--- src/rtl/lsu_dcache_arb_pkg.sv ---
`default_nettype none
// =============================================================================
// Module   : lsu_dcache_arb_pkg
// Brief    : Shared types for the LSU / store-buffer DCache request arbiter.
// Revision : 1.0 - initial release
// =============================================================================
package lsu_dcache_arb_pkg;

    typedef enum logic [1:0] {
        LSU_OP_LOAD  = 2'd0,
        LSU_OP_STORE = 2'd1,
        LSU_OP_CACOP = 2'd2
    } lsu_op_e;

    typedef struct packed {
        lsu_op_e     op;
        logic [31:0] addr;
        logic [31:0] wdata;
        logic [3:0]  be;
        logic [5:0]  rob_id;
    } iq_lsu_pkg_t;

    typedef enum logic {
        SRC_IQ = 1'b0,
        SRC_SB = 1'b1
    } lsu_src_e;

    typedef struct packed {
        lsu_src_e src;
        logic     kill;
    } lsu_tag_t;

    // Committed-store tags survive a flush; speculative IQ tags are marked dead.
    function automatic lsu_tag_t tag_flush(input lsu_tag_t t);
        lsu_tag_t r;
        r = t;
        if (t.src == SRC_IQ) begin
            r.kill = 1'b1;
        end
        return r;
    endfunction

endpackage
`default_nettype wire

--- src/rtl/lsu_dcache_arb_tag_fifo.sv ---
`default_nettype none
// =============================================================================
// Module   : lsu_tag_fifo
// Brief    : In-order source tag FIFO for outstanding DCache requests.
// Revision : 1.0 - initial release
// =============================================================================
module lsu_tag_fifo
    import lsu_dcache_arb_pkg::*;
#(
    parameter int DEPTH = 4
) (
    input  logic                     clk,
    input  logic                     rst_n,
    input  logic                     i_push,
    input  lsu_tag_t                 i_push_tag,
    input  logic                     i_pop,
    input  logic                     i_flush,
    output lsu_tag_t                 o_head,
    output logic                     o_empty,
    output logic [$clog2(DEPTH):0]   o_count
);

    localparam int c_AW = $clog2(DEPTH);

    lsu_tag_t         r_mem [DEPTH];
    logic [c_AW:0]    r_wr_ptr;
    logic [c_AW:0]    r_rd_ptr;
    logic             w_full;
    logic             w_push;
    logic             w_pop;

    // Extra pointer bit distinguishes full from empty when the indices match.
    assign o_empty = (r_wr_ptr == r_rd_ptr);
    assign w_full  = (r_wr_ptr[c_AW] != r_rd_ptr[c_AW]) &&
                     (r_wr_ptr[c_AW-1:0] == r_rd_ptr[c_AW-1:0]);
    assign o_count = r_wr_ptr - r_rd_ptr;
    assign o_head  = r_mem[r_rd_ptr[c_AW-1:0]];
    assign w_push  = i_push && !w_full;
    assign w_pop   = i_pop && !o_empty;

    always_ff @(posedge clk) begin
        if (!rst_n) begin
            r_wr_ptr <= '0;
            r_rd_ptr <= '0;
        end else begin
            if (w_push) begin
                r_wr_ptr <= r_wr_ptr + 1'b1;
            end
            if (w_pop) begin
                r_rd_ptr <= r_rd_ptr + 1'b1;
            end
        end
    end

    // Later push assignment overrides the flush update for the written slot.
    always_ff @(posedge clk) begin
        if (i_flush) begin
            for (int i = 0; i < DEPTH; i++) begin
                r_mem[i] <= tag_flush(r_mem[i]);
            end
        end
        if (w_push) begin
            r_mem[r_wr_ptr[c_AW-1:0]] <= i_push_tag;
        end
    end

endmodule
`default_nettype wire

--- src/rtl/lsu_dcache_arb.sv ---
`default_nettype none
// =============================================================================
// Module   : lsu_dcache_arb
// Brief    : IQ / store-buffer arbiter for the single DCache port with
//            in-order response routing and flush-safe tag tracking.
// Revision : 1.0 - initial release
// =============================================================================
module lsu_dcache_arb
    import lsu_dcache_arb_pkg::*;
#(
    parameter int STARVE_LIMIT = 4,
    parameter int RESP_DEPTH   = 4
) (
    input  logic        clk,
    input  logic        rst_n,
    input  logic        flush,
    input  logic        iq_valid_i,
    output logic        iq_ready_o,
    input  iq_lsu_pkg_t iq_req_i,
    input  logic        sb_valid_i,
    output logic        sb_ready_o,
    input  iq_lsu_pkg_t sb_req_i,
    input  logic        sb_almost_full_i,
    output logic        dc_valid_o,
    input  logic        dc_ready_i,
    output iq_lsu_pkg_t dc_req_o,
    output lsu_src_e    dc_src_o,
    input  logic        dc_resp_valid_i,
    output logic        dc_resp_ready_o,
    output logic        iq_resp_valid_o,
    input  logic        iq_resp_ready_i,
    output logic        sb_resp_valid_o,
    input  logic        sb_resp_ready_i
);

    localparam int                c_SW          = $clog2(STARVE_LIMIT + 1);
    localparam int                c_AW          = $clog2(RESP_DEPTH);
    localparam logic [c_SW-1:0]   c_STARVE_MAX  = c_SW'(STARVE_LIMIT);
    localparam logic [c_AW+1:0]   c_DEPTH       = (c_AW + 2)'(RESP_DEPTH);

    logic              r_dc_valid;
    iq_lsu_pkg_t       r_dc_req;
    lsu_src_e          r_dc_src;
    logic [c_SW-1:0]   r_starve_cnt;

    logic              w_load_en;
    logic              w_accept;
    logic [c_AW+1:0]   w_inflight;
    logic              w_credit;
    logic              w_grant_ok;
    logic              w_sel_sb;
    logic              w_sel_iq;
    logic              w_iq_ready;
    logic              w_sb_ready;

    lsu_tag_t          w_push_tag;
    lsu_tag_t          w_head;
    logic              w_empty;
    logic [c_AW:0]     w_tag_count;
    logic              w_pop;

    assign w_load_en = !r_dc_valid || dc_ready_i;
    assign w_accept  = r_dc_valid && dc_ready_i;

    // An accepted output entry only moves into the tag FIFO, so in-flight
    // work after this cycle is tags + output entry, before any new grant.
    assign w_inflight = {1'b0, w_tag_count} + (c_AW + 2)'(r_dc_valid);
    assign w_credit   = (w_inflight < c_DEPTH);
    assign w_grant_ok = w_load_en && w_credit;

    assign w_sel_sb   = sb_valid_i &&
                        (sb_almost_full_i || (r_starve_cnt == c_STARVE_MAX) || !iq_valid_i);
    assign w_sel_iq   = !w_sel_sb && iq_valid_i;
    assign w_iq_ready = w_grant_ok && w_sel_iq && !flush;
    assign w_sb_ready = w_grant_ok && w_sel_sb;

    assign iq_ready_o = w_iq_ready;
    assign sb_ready_o = w_sb_ready;
    assign dc_valid_o = r_dc_valid;
    assign dc_req_o   = r_dc_req;
    assign dc_src_o   = r_dc_src;

    always_ff @(posedge clk) begin
        if (!rst_n) begin
            r_dc_valid <= 1'b0;
            r_dc_req   <= '0;
            r_dc_src   <= SRC_IQ;
        end else if (w_iq_ready || w_sb_ready) begin
            r_dc_valid <= 1'b1;
            r_dc_req   <= w_sb_ready ? sb_req_i : iq_req_i;
            r_dc_src   <= w_sb_ready ? SRC_SB : SRC_IQ;
        end else if (w_accept || (flush && (r_dc_src == SRC_IQ))) begin
            r_dc_valid <= 1'b0;
        end
    end

    always_ff @(posedge clk) begin
        if (!rst_n) begin
            r_starve_cnt <= '0;
        end else if (!sb_valid_i || w_sb_ready) begin
            r_starve_cnt <= '0;
        end else if (r_starve_cnt != c_STARVE_MAX) begin
            r_starve_cnt <= r_starve_cnt + c_SW'(1);
        end
    end

    // An IQ request leaving during a flush is already dead on arrival.
    assign w_push_tag.src  = r_dc_src;
    assign w_push_tag.kill = flush && (r_dc_src == SRC_IQ);

    lsu_tag_fifo #(
        .DEPTH      (RESP_DEPTH)
    ) u_tag_fifo (
        .clk        (clk),
        .rst_n      (rst_n),
        .i_push     (w_accept),
        .i_push_tag (w_push_tag),
        .i_pop      (w_pop),
        .i_flush    (flush),
        .o_head     (w_head),
        .o_empty    (w_empty),
        .o_count    (w_tag_count)
    );

    always_comb begin
        iq_resp_valid_o = 1'b0;
        sb_resp_valid_o = 1'b0;
        dc_resp_ready_o = 1'b0;
        if (!w_empty) begin
            if (w_head.src == SRC_SB) begin
                sb_resp_valid_o = dc_resp_valid_i;
                dc_resp_ready_o = sb_resp_ready_i;
            end else if (w_head.kill) begin
                dc_resp_ready_o = 1'b1;
            end else begin
                iq_resp_valid_o = dc_resp_valid_i;
                dc_resp_ready_o = iq_resp_ready_i;
            end
        end
    end

    assign w_pop = dc_resp_valid_i && dc_resp_ready_o;

endmodule
`default_nettype wire

--- config.mk ---
export PLATFORM = sky130hd
export DESIGN_NAME = lsu_dcache_arb
export DESIGN_NICKNAME = d
export VERILOG_FILES = /design/src/rtl/lsu_dcache_arb_pkg.sv /design/src/rtl/lsu_dcache_arb_tag_fifo.sv /design/src/rtl/lsu_dcache_arb.sv
export SDC_FILE = /design/constraint.sdc
export NUM_CORES = 1
export LEC_CHECK = 0
export CAP_MARGIN = 20
export CORE_MARGIN = 4
export CORE_UTILIZATION = 38
export DETAILED_ROUTE_END_ITERATION = 12
export PLACE_DENSITY = 0.81
export SETUP_SLACK_MARGIN = 0.1
export SYNTH_ARGS = -nofsm -noshare
export SYNTH_HDL_FRONTEND = slang
export SYNTH_HIERARCHICAL = 1
export SYNTH_SLANG_ARGS = --single-unit
--- constraint.sdc ---
create_clock -name clk -period 2.47 [get_ports clk]
set_clock_uncertainty 0.2 [all_clocks]
set_input_delay 0.247 -clock clk [delete_from_list [all_inputs] [get_ports clk]]
set_output_delay 0.247 -clock clk [all_outputs]
set_load 0.02 [all_outputs]
run_1/final_clocks.png
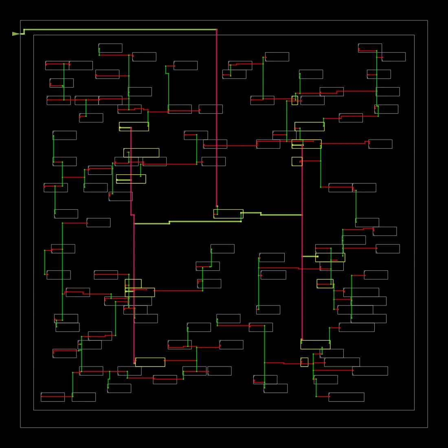
clock buf count: 11
Clk. pwr: 1.47 mW
CTS Sinks: 97
FFs & Latches: 97

run_1/clock_map.png
The bar under the picture is 50 um long.
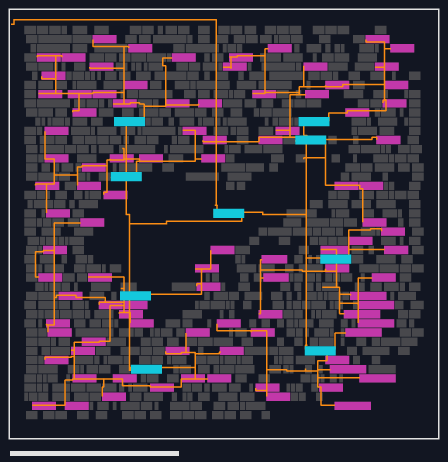
Key: flip-flops = magenta [count 97]; cells driving clock nets = cyan [count 9]; clock wires = orange [length 1400 um]
Position of the flops: all over the die.
clock share of power: 22.0%
Latency at later pin: 0.34 ns

run_1/cell_classes.png
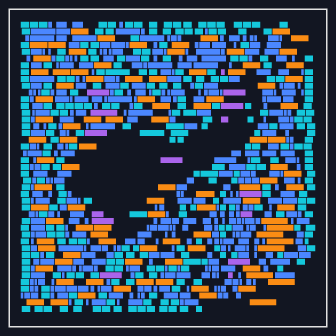
Key: clock drivers and dummy loads = purple [cells 15]; other buffers and delay cells = cyan [cells 283]; all other logic = blue [cells 413]; flops = orange [cells 97]
fin area: 9180 um2
Util after Layout: 66.1%
Seq area share: 22.1%
core area: 13900 um2
row count: 43

run_1/wire_density.png
25 x 25 tiles, from dark blue (low) to red (high), scaled to the fullest tile. Values are wire area over tile area, all layers added.
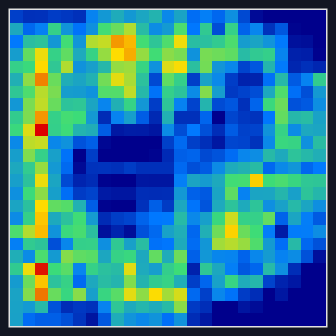
19% of the tiles are over half the peak. The emptiest ninth of the die: center. The mean over all tiles is 0.19. 8.3% of the tiles are nearly empty. The fullest tile reaches 0.59.
total number of vias: 5511
routed wire length: 18600 um
GRT Util Overall: 21.9%
wire length per cell: 18.8 um

==> out/metrics.cfg, run 1 <==
[finish]
layout-drive-gt1-share_pct=26.7
regArea_um2=2030
comb_share_pct=37.4
final_nets=976
diodes=0
area_growth_pct=70.7
largestClassByArea=combinational gates
final_cell_mix=238 x clkdlybuf4s50_1, 86 x inv_1, 86 x dfxtp_1
comb_cells=325
logic_area_um2=3440
final_cells=988
clkCellAreaFrac_pct=3.30
largest_register_ffs=76

[yosys]
synth_top_cell_by_count=dfxtp_1
top_cell_area_share_pct=33.1
syn_avg_cell_area_um2=9.40
ff_type=dfxtp_1
ys_sh_xor_pct=0.791
logic_family=AND-OR/OR-AND gates
edf_count=8
synth_area_leader_cell=dfxtp_1
ys_ff=97
postSynthSeqShare_pct=37.6
synth-async-reset-ratio_pct=0
synthCells=572
mux_share_pct=0.838
yosys_cells=572
area_leaders=dfxtp_1 33%, o41ai_2 9.1%, nor3_1 7.7%
synthAoiAreaFrac_pct=33.7
yosys_area_um2=5380

[floorplan]
fp_util_pct=38.7
pin_count=245
chipHeight_um=127
chipArea_um2=16100
taps=180

[clock_tree]
cts_tree=built
cts_setup_buffers=2
htree_levels=3
ctsHoldBuffers=0
cts_buffers=9
cts.clk_slew.worst_paths_ns=0.07
ctsResizeCount=85

[route]
drt-pass1-iter-count=4
highest_layer=met4
wl_met1_um=7340
via_per_inst=5.58
dr_wl_met2_um=9140
ant_nets=0

[sta]
rsz0062_at_grt=true
setup_tns_ns=0
drv_slew=0
period_used_pct=99.8

[power]
p_leak_nw=3.25
seq_power_share_pct=30.4
internal_power_mw=4.13
ir_drop_mv=0.387

[grt]
grt_max_degree=77
gr-max-usage-layer=met2
grt_pass1_vias=5672
antenna_found_initial=0
use_met2_pct=37.0
grt_overflow=0
met1_usage_pct=25.5

[run_status]
status=finished, final reports clean

[worst_setup_path]
cp.arrival_ns=2.53
worst-path-stages=10
critPathLaunchType=flip-flop
path_cells=inv_2, ha_4, inv_2, fa_1, a21boi_2, o21bai_4, buf_8, a21o_4, buf_12, a211oi_2
path_delay_family=AND-OR/OR-AND gates
crit_type=flip-flop to flip-flop
worst_setup_path_end_kind=flip-flop
reg2regPathDepth=10
critical_path_required_ns=2.53
crit_slowest_cell=fa_1
timing.rr.start=u_tag_fifo/r_wr_ptr[0]$_SDFFE_PN0N_
critical_path.endpoint=dc_req_o[26]$_SDFFE_PN0P_
cp_common_cell=inv_2

[placed_design]
place_area_um2=8110
dpl.cell_count=967
io_buffer_count=244

[worst_hold_path]
holdCritPathClass=primary input to flip-flop
min_to=dc_req_o[18]$_SDFFE_PN0P_
hold_start=rst_n

[job]
drv_cap=0
warning_count=33

==> run 1 -> run 2 <==
--- a/config.mk
+++ b/config.mk
@@ -5,7 +5,6 @@
 export SDC_FILE = /design/constraint.sdc
 export NUM_CORES = 1
 export LEC_CHECK = 0
-export CAP_MARGIN = 20
 export CORE_MARGIN = 4
 export CORE_UTILIZATION = 38
 export DETAILED_ROUTE_END_ITERATION = 12
@@ -15,3 +14,4 @@
 export SYNTH_HDL_FRONTEND = slang
 export SYNTH_HIERARCHICAL = 1
 export SYNTH_SLANG_ARGS = --single-unit
+export TNS_END_PERCENT = 20
run_2/met4.png
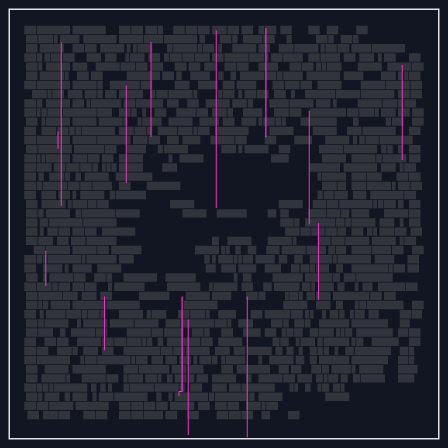
The layer holds 2.0% of the routed length. The wires run mostly vertical. The layer carries 409 um of wire. The longest straight run is 52.4 um.
total number of vias: 5622
routed wire length: 20900 um

run_2/clock_map.png
The bar under the picture is 50 um long.
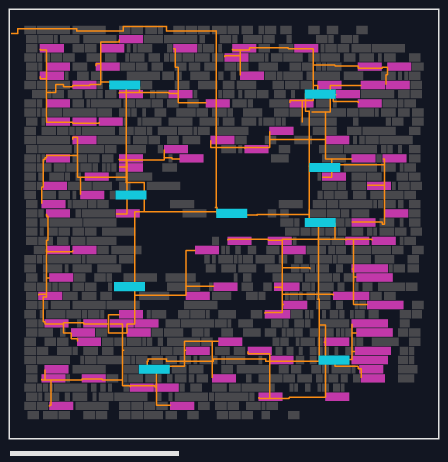
Key: flip-flops = magenta [count 97]; cells driving clock nets = cyan [count 9]; clock wires = orange [length 1390 um]
There are 10 routed clock nets. Position of the flops: all over the die.
Latency at later pin: 0.35 ns
Clk. pwr: 1.77 mW
clock share of power: 23.3%

==> out/metrics.cfg, run 2 <==
[run_status]
status=finished, final reports clean

[worst_setup_path]
cp.arrival_ns=1.99
crit_type=flip-flop to primary output
path_delay_family=adder cells
critPathLaunchType=flip-flop
critical_path.endpoint=sb_ready_o

[floorplan]
fp_util_pct=38.7
pin_count=245

[yosys]
synthCells=572
edf_count=8
synth_area_leader_cell=dfxtp_1
ff_type=dfxtp_1
ys_sh_xor_pct=0.791

[finish]
largest_register_ffs=76
comb_share_pct=38.8
final_cell_mix=238 x clkdlybuf4s50_1, 86 x inv_1, 86 x dfxtp_1
diodes=0
area_growth_pct=85.2
logic_area_um2=3860
final_cells=999
layout-drive-gt1-share_pct=29.8
stdcell_area_um2=9960

[route]
dr_wl_met2_um=10700
highest_layer=met4
wl_met1_um=8210

[power]
seq_power_share_pct=26.7
ir_drop_mv=0.414
p_leak_nw=3.55

[worst_hold_path]
hold_start=rst_n

[grt]
grt_pass1_vias=5608
use_met2_pct=38.1
antenna_found_initial=0
met1_usage_pct=25.4

[sta]
rsz0062_at_grt=true
period_used_pct=98.6

No activity file was given, so power comes from the tool's default toggle rates.
